**Gate-type map**

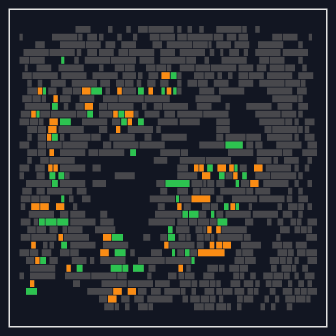
**Routed clock nets over the placement**

Bar = 20 um.
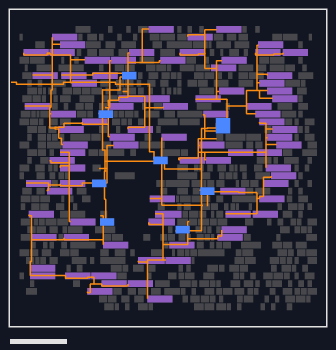
**Placed cells, one colour a class**

Bar = 20 um.
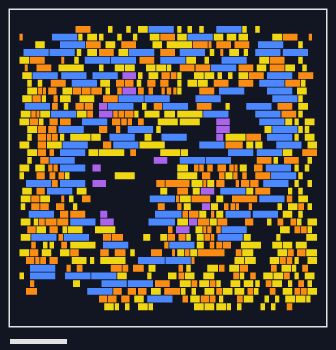
`src/rtl/addsub_batch_sequencer_if.sv`:
```
// Bus bundle for addsub_batch_sequencer: operand BRAM read port, adder
// operand/result path, result BRAM write port, and run control/status.
//   master : sequencer side (drives BRAM addresses, adder operands, status)
//   slave  : environment side (BRAM data, adder sum/cout, run control)
// Signals:
//   start_stop, add_sub   run request / 0=add 1=sub
//   douta                 operand word {A,B}
//   ena_a, addra          operand BRAM read enable / address
//   A, B, cin             adder operands and carry-in
//   sum, cout             adder result
//   wea, addrb, dinb      result BRAM write enable / address / {cout,sum}
//   busy, done, ovf_cnt   status
interface addsub_batch_sequencer_if #(
  parameter int DATA_W = 32,
  parameter int ADDR_W = 4
);
  logic                  start_stop;
  logic                  add_sub;
  logic [2*DATA_W-1:0]   douta;
  logic                  ena_a;
  logic [ADDR_W-1:0]     addra;
  logic [DATA_W-1:0]     A;
  logic [DATA_W-1:0]     B;
  logic                  cin;
  logic [DATA_W-1:0]     sum;
  logic                  cout;
  logic                  wea;
  logic [ADDR_W-1:0]     addrb;
  logic [DATA_W:0]       dinb;
  logic                  busy;
  logic                  done;
  logic [ADDR_W:0]       ovf_cnt;

  modport master (
    input  start_stop, add_sub, douta, sum, cout,
    output ena_a, addra, A, B, cin, wea, addrb, dinb, busy, done, ovf_cnt
  );

  modport slave (
    output start_stop, add_sub, douta, sum, cout,
    input  ena_a, addra, A, B, cin, wea, addrb, dinb, busy, done, ovf_cnt
  );
endinterface

```
`src/rtl/addsub_batch_sequencer.sv`:
```
// addsub_batch_sequencer
// Walks NUM_WORDS operand words out of the operand BRAM, feeds each through
// the external combinational adder (B inverted and cin=1 for subtract), and
// writes {cout,sum} to the result BRAM at the same address. One word takes
// 2+BRAM_LAT cycles: FETCH, WAIT x (BRAM_LAT-1), LOAD, WRITE.
// Ports:
//   clk    rising-edge clock
//   rst_n  asynchronous active-low reset
//   bus    addsub_batch_sequencer_if.master (BRAM ports, adder, control/status)
// Configuration macro:
//   OVF_COUNT_EN  when defined, ovf_cnt counts carries (add) / borrows (sub)
//                 per batch; otherwise ovf_cnt is tied to 0.
module addsub_batch_sequencer #(
  parameter int DATA_W    = 32,
  parameter int ADDR_W    = 4,
  parameter int NUM_WORDS = 16,
  parameter int BRAM_LAT  = 1
) (
  input  logic                      clk,
  input  logic                      rst_n,
  addsub_batch_sequencer_if.master  bus
);
  typedef enum logic [2:0] {S_IDLE, S_FETCH, S_WAIT, S_LOAD, S_WRITE, S_DONE} state_t;

  localparam logic [ADDR_W-1:0] LAST = ADDR_W'(NUM_WORDS - 1);
  // wait counter holds BRAM_LAT-2 down to 0
  localparam int WCW = (BRAM_LAT > 2) ? $clog2(BRAM_LAT) : 1;
  localparam logic [WCW-1:0] WAIT_INIT = WCW'((BRAM_LAT > 1) ? BRAM_LAT - 2 : 0);

  state_t            state;
  logic [ADDR_W-1:0] ptr;
  logic              mode;
  logic              ss_q;
  logic [WCW-1:0]    wait_cnt;
  logic              start_det;

  assign start_det = (state == S_IDLE) && bus.start_stop && !ss_q;

  always_ff @(posedge clk or negedge rst_n) begin
    if (!rst_n) begin
      state     <= S_IDLE;
      ptr       <= '0;
      mode      <= 1'b0;
      // Treat start_stop as already high so a level held through reset
      // is not mistaken for a fresh rising edge.
      ss_q      <= 1'b1;
      wait_cnt  <= '0;
      bus.ena_a <= 1'b0;
      bus.addra <= '0;
      bus.A     <= '0;
      bus.B     <= '0;
      bus.cin   <= 1'b0;
      bus.wea   <= 1'b0;
      bus.addrb <= '0;
      bus.busy  <= 1'b0;
      bus.done  <= 1'b0;
    end else begin
      ss_q <= bus.start_stop;
      if (state != S_IDLE && !bus.start_stop) begin
        // abort: operands and addresses hold, only strobes drop
        state     <= S_IDLE;
        bus.ena_a <= 1'b0;
        bus.wea   <= 1'b0;
        bus.busy  <= 1'b0;
        bus.done  <= 1'b0;
      end else begin
        case (state)
          S_IDLE: if (start_det) begin
            state     <= S_FETCH;
            ptr       <= '0;
            mode      <= bus.add_sub;
            bus.ena_a <= 1'b1;
            bus.addra <= '0;
            bus.busy  <= 1'b1;
          end
          S_FETCH: begin
            bus.ena_a <= 1'b0;
            if (BRAM_LAT > 1) begin
              state    <= S_WAIT;
              wait_cnt <= WAIT_INIT;
            end else begin
              state <= S_LOAD;
            end
          end
          S_WAIT: begin
            if (wait_cnt == '0) state <= S_LOAD;
            else                wait_cnt <= wait_cnt - 1'b1;
          end
          S_LOAD: begin
            // subtract as A + ~B + 1
            bus.A     <= bus.douta[2*DATA_W-1:DATA_W];
            bus.B     <= mode ? ~bus.douta[DATA_W-1:0] : bus.douta[DATA_W-1:0];
            bus.cin   <= mode;
            bus.wea   <= 1'b1;
            bus.addrb <= ptr;
            state     <= S_WRITE;
          end
          S_WRITE: begin
            bus.wea <= 1'b0;
            ptr     <= ptr + 1'b1;
            if (ptr == LAST) begin
              state    <= S_DONE;
              bus.busy <= 1'b0;
              bus.done <= 1'b1;
            end else begin
              state     <= S_FETCH;
              bus.ena_a <= 1'b1;
              bus.addra <= ptr + 1'b1;
            end
          end
          S_DONE: begin
            bus.done <= 1'b0;
            state    <= S_IDLE;
          end
          default: state <= S_IDLE;
        endcase
      end
    end
  end

  // adder result goes straight to the result BRAM while wea is high
  assign bus.dinb = bus.wea ? {bus.cout, bus.sum} : '0;

`ifdef OVF_COUNT_EN
  logic [ADDR_W:0] ovf_q;
  logic            ovf_hit;

  // add: carry out; subtract: cout=0 means a borrow occurred
  assign ovf_hit = mode ? ~bus.cout : bus.cout;

  always_ff @(posedge clk or negedge rst_n) begin
    if (!rst_n)                                           ovf_q <= '0;
    else if (start_det)                                   ovf_q <= '0;
    else if (state == S_WRITE && bus.start_stop && ovf_hit) ovf_q <= ovf_q + 1'b1;
  end

  assign bus.ovf_cnt = ovf_q;
`else
  assign bus.ovf_cnt = '0;
`endif
endmodule
```
`src/flat_wrapper.sv`:
```
// flat-port wrapper written by rule: the top's interface ports become plain ports
module addsub_batch_sequencer_flat 
#(
  parameter int DATA_W    = 32,
  parameter int ADDR_W    = 4,
  parameter int NUM_WORDS = 16,
  parameter int BRAM_LAT  = 1
)
  (clk, rst_n, bus_start_stop, bus_add_sub, bus_douta, bus_sum, bus_cout, bus_ena_a, bus_addra, bus_A, bus_B, bus_cin, bus_wea, bus_addrb, bus_dinb, bus_busy, bus_done, bus_ovf_cnt);
  addsub_batch_sequencer_if #(.DATA_W(DATA_W), .ADDR_W(ADDR_W)) bus_i ();
  input  logic clk;
  input  logic rst_n;
  input wire logic [$bits(bus_i.start_stop)-1:0] bus_start_stop;
  input wire logic [$bits(bus_i.add_sub)-1:0] bus_add_sub;
  input wire logic [$bits(bus_i.douta)-1:0] bus_douta;
  input wire logic [$bits(bus_i.sum)-1:0] bus_sum;
  input wire logic [$bits(bus_i.cout)-1:0] bus_cout;
  output wire logic [$bits(bus_i.ena_a)-1:0] bus_ena_a;
  output wire logic [$bits(bus_i.addra)-1:0] bus_addra;
  output wire logic [$bits(bus_i.A)-1:0] bus_A;
  output wire logic [$bits(bus_i.B)-1:0] bus_B;
  output wire logic [$bits(bus_i.cin)-1:0] bus_cin;
  output wire logic [$bits(bus_i.wea)-1:0] bus_wea;
  output wire logic [$bits(bus_i.addrb)-1:0] bus_addrb;
  output wire logic [$bits(bus_i.dinb)-1:0] bus_dinb;
  output wire logic [$bits(bus_i.busy)-1:0] bus_busy;
  output wire logic [$bits(bus_i.done)-1:0] bus_done;
  output wire logic [$bits(bus_i.ovf_cnt)-1:0] bus_ovf_cnt;
  assign bus_i.start_stop = bus_start_stop;
  assign bus_i.add_sub = bus_add_sub;
  assign bus_i.douta = bus_douta;
  assign bus_i.sum = bus_sum;
  assign bus_i.cout = bus_cout;
  assign bus_ena_a = bus_i.ena_a;
  assign bus_addra = bus_i.addra;
  assign bus_A = bus_i.A;
  assign bus_B = bus_i.B;
  assign bus_cin = bus_i.cin;
  assign bus_wea = bus_i.wea;
  assign bus_addrb = bus_i.addrb;
  assign bus_dinb = bus_i.dinb;
  assign bus_busy = bus_i.busy;
  assign bus_done = bus_i.done;
  assign bus_ovf_cnt = bus_i.ovf_cnt;
  addsub_batch_sequencer #(.DATA_W(DATA_W), .ADDR_W(ADDR_W), .NUM_WORDS(NUM_WORDS), .BRAM_LAT(BRAM_LAT)) u_core (.clk(clk), .rst_n(rst_n), .bus(bus_i));
endmodule
```
`config.mk`:
```
export PLATFORM = sky130hd
export DESIGN_NAME = addsub_batch_sequencer_flat
export DESIGN_NICKNAME = d
export VERILOG_FILES = /design/src/rtl/addsub_batch_sequencer_if.sv /design/src/rtl/addsub_batch_sequencer.sv /design/src/flat_wrapper.sv
export SDC_FILE = /design/constraint.sdc
export NUM_CORES = 1
export LEC_CHECK = 0
export CAP_MARGIN = 0
export CORE_MARGIN = 3
export CORE_UTILIZATION = 36
export DETAILED_ROUTE_END_ITERATION = 6
export GPL_ROUTABILITY_DRIVEN = 1
export PLACE_DENSITY = 0.78
export REMOVE_ABC_BUFFERS = 1
export SLEW_MARGIN = 20
export SYNTH_ARGS = -nofsm -noshare
export SYNTH_HDL_FRONTEND = slang
export SYNTH_SLANG_ARGS = --single-unit
export TNS_END_PERCENT = 50
```
`constraint.sdc`:
```
create_clock -name clk -period 1.5 [get_ports clk]
set_clock_uncertainty 0.2 [all_clocks]
set_input_delay 0.3 -clock clk [delete_from_list [all_inputs] [get_ports clk]]
set_output_delay 0.3 -clock clk [all_outputs]
set_load 0.02 [all_outputs]
```
==> ci_impl_report.md <==
## PnR job results

| Metric | Value |
|---|---|
| Status | finished with violations |
| Failing checks | negative setup slack |
| PnR worst setup slack | -0.211 ns |
| Largest net degree at the start of global routing | 29 |
| Post-synth EDFFs | 0 |
| Non-CTS buffers | 264 |
| WL final | 11700 um |
| Via/cell ratio | 4.57 |
| NetSw | ~4.3 mW |
| Met2 wire len | 6070 um |
| Gr usage total | 0.175 |
| Max Used Layer | met4 |
| Fmax | roughly 580 MHz |
| Post-route antenna net violation count | 0 |
| Fp util | 0.378 |
| Number of warnings in the stage logs | 27 |
| Mapped Cells | around 330 |
| Synth top area share | 0.530 |
| Power in sequential cells | 3.82 mW |
| Reg power frac | 0.356 |
| CTS Sinks | roughly 86 |
| Logic gate share of total power | 0.498 |
| Crit end category | primary output |
| Critical path, cell by cell | buf_12 > and2_1 > buf_2 |
| Routing usage on met1 | 0.207 |
| Worst path required time | roughly 1.0 ns |
| First-pass DRT Iterations | 4 |
| Post-synth area hogs | dfrtp_1 (53%), mux2_4 (13%), xnor2_1 (7.4%), o21ai_0 (5.2%), and2_1 (5.1%) |
| Worst path bufs/invs | 2 |
| Flop count | approximately 86 |
| RSZ-0062 raised after global routing | true |
| Setup Buffers After CTS | 0 |
| # fillers | approximately 850 |
| Most numerous logic cells after layout | buf_2 (101), clkdlybuf4s50_1 (98), dfrtp_1 (83), mux2_4 (37), xnor2_1 (34) |
| DP Area | 6480 um^2 |
| Root Buffer | clkbuf_8 |
| Period utilisation layout | 1.14 |
| Bufs on Longest Clock Path | 2 |
| Setup-failing EPs final | 88 |
| Flop-to-flop setup slack | -0.10 ns |
| CP endpoint | bus_dinb[3] |
| Ys Warns | 0 |
| Hold slack | ~0.23 ns |
| Ys flops | between 80 and 90 |
| Initial antenna violation count | 0 |
| Leakage | roughly 3.3 nW |
| Cell internal pwr | roughly 6.4 mW |
| Drt initial violations | 90 |
| Vias | 3326 |
About 'gate-type map':
Key: orange = inverting AOI/OAI gates [cells 51]; green = NAND gates [cells 51]
dominant logic cell type in the layout: buf_2
Comb/total area: 0.286
Post-Layout Cell Count: 727

About 'routed clock nets over the placement':
Key: orange = clock wires [length 1100 um]; blue = cells driving clock nets [count 9]; purple = flip-flops [count 86]
There are 10 routed clock nets.
Power Clock: 1.57 mW
Clock Power Share: 0.146
later-pin clock latency in the skew report: 0.34 ns

About 'placed cells, one colour a class':
Key: purple = clock drivers and dummy loads [cells 16]; blue = flip-flops [cells 86]; yellow = other buffers and delay cells [cells 264]; orange = all other logic [cells 225]
Layout Utilization: 0.638
FP Rows: 37
register fraction of the total cell area: 0.319
Finished Cell Area: 6760 um^2

Power and IR drop assume default switching activity.
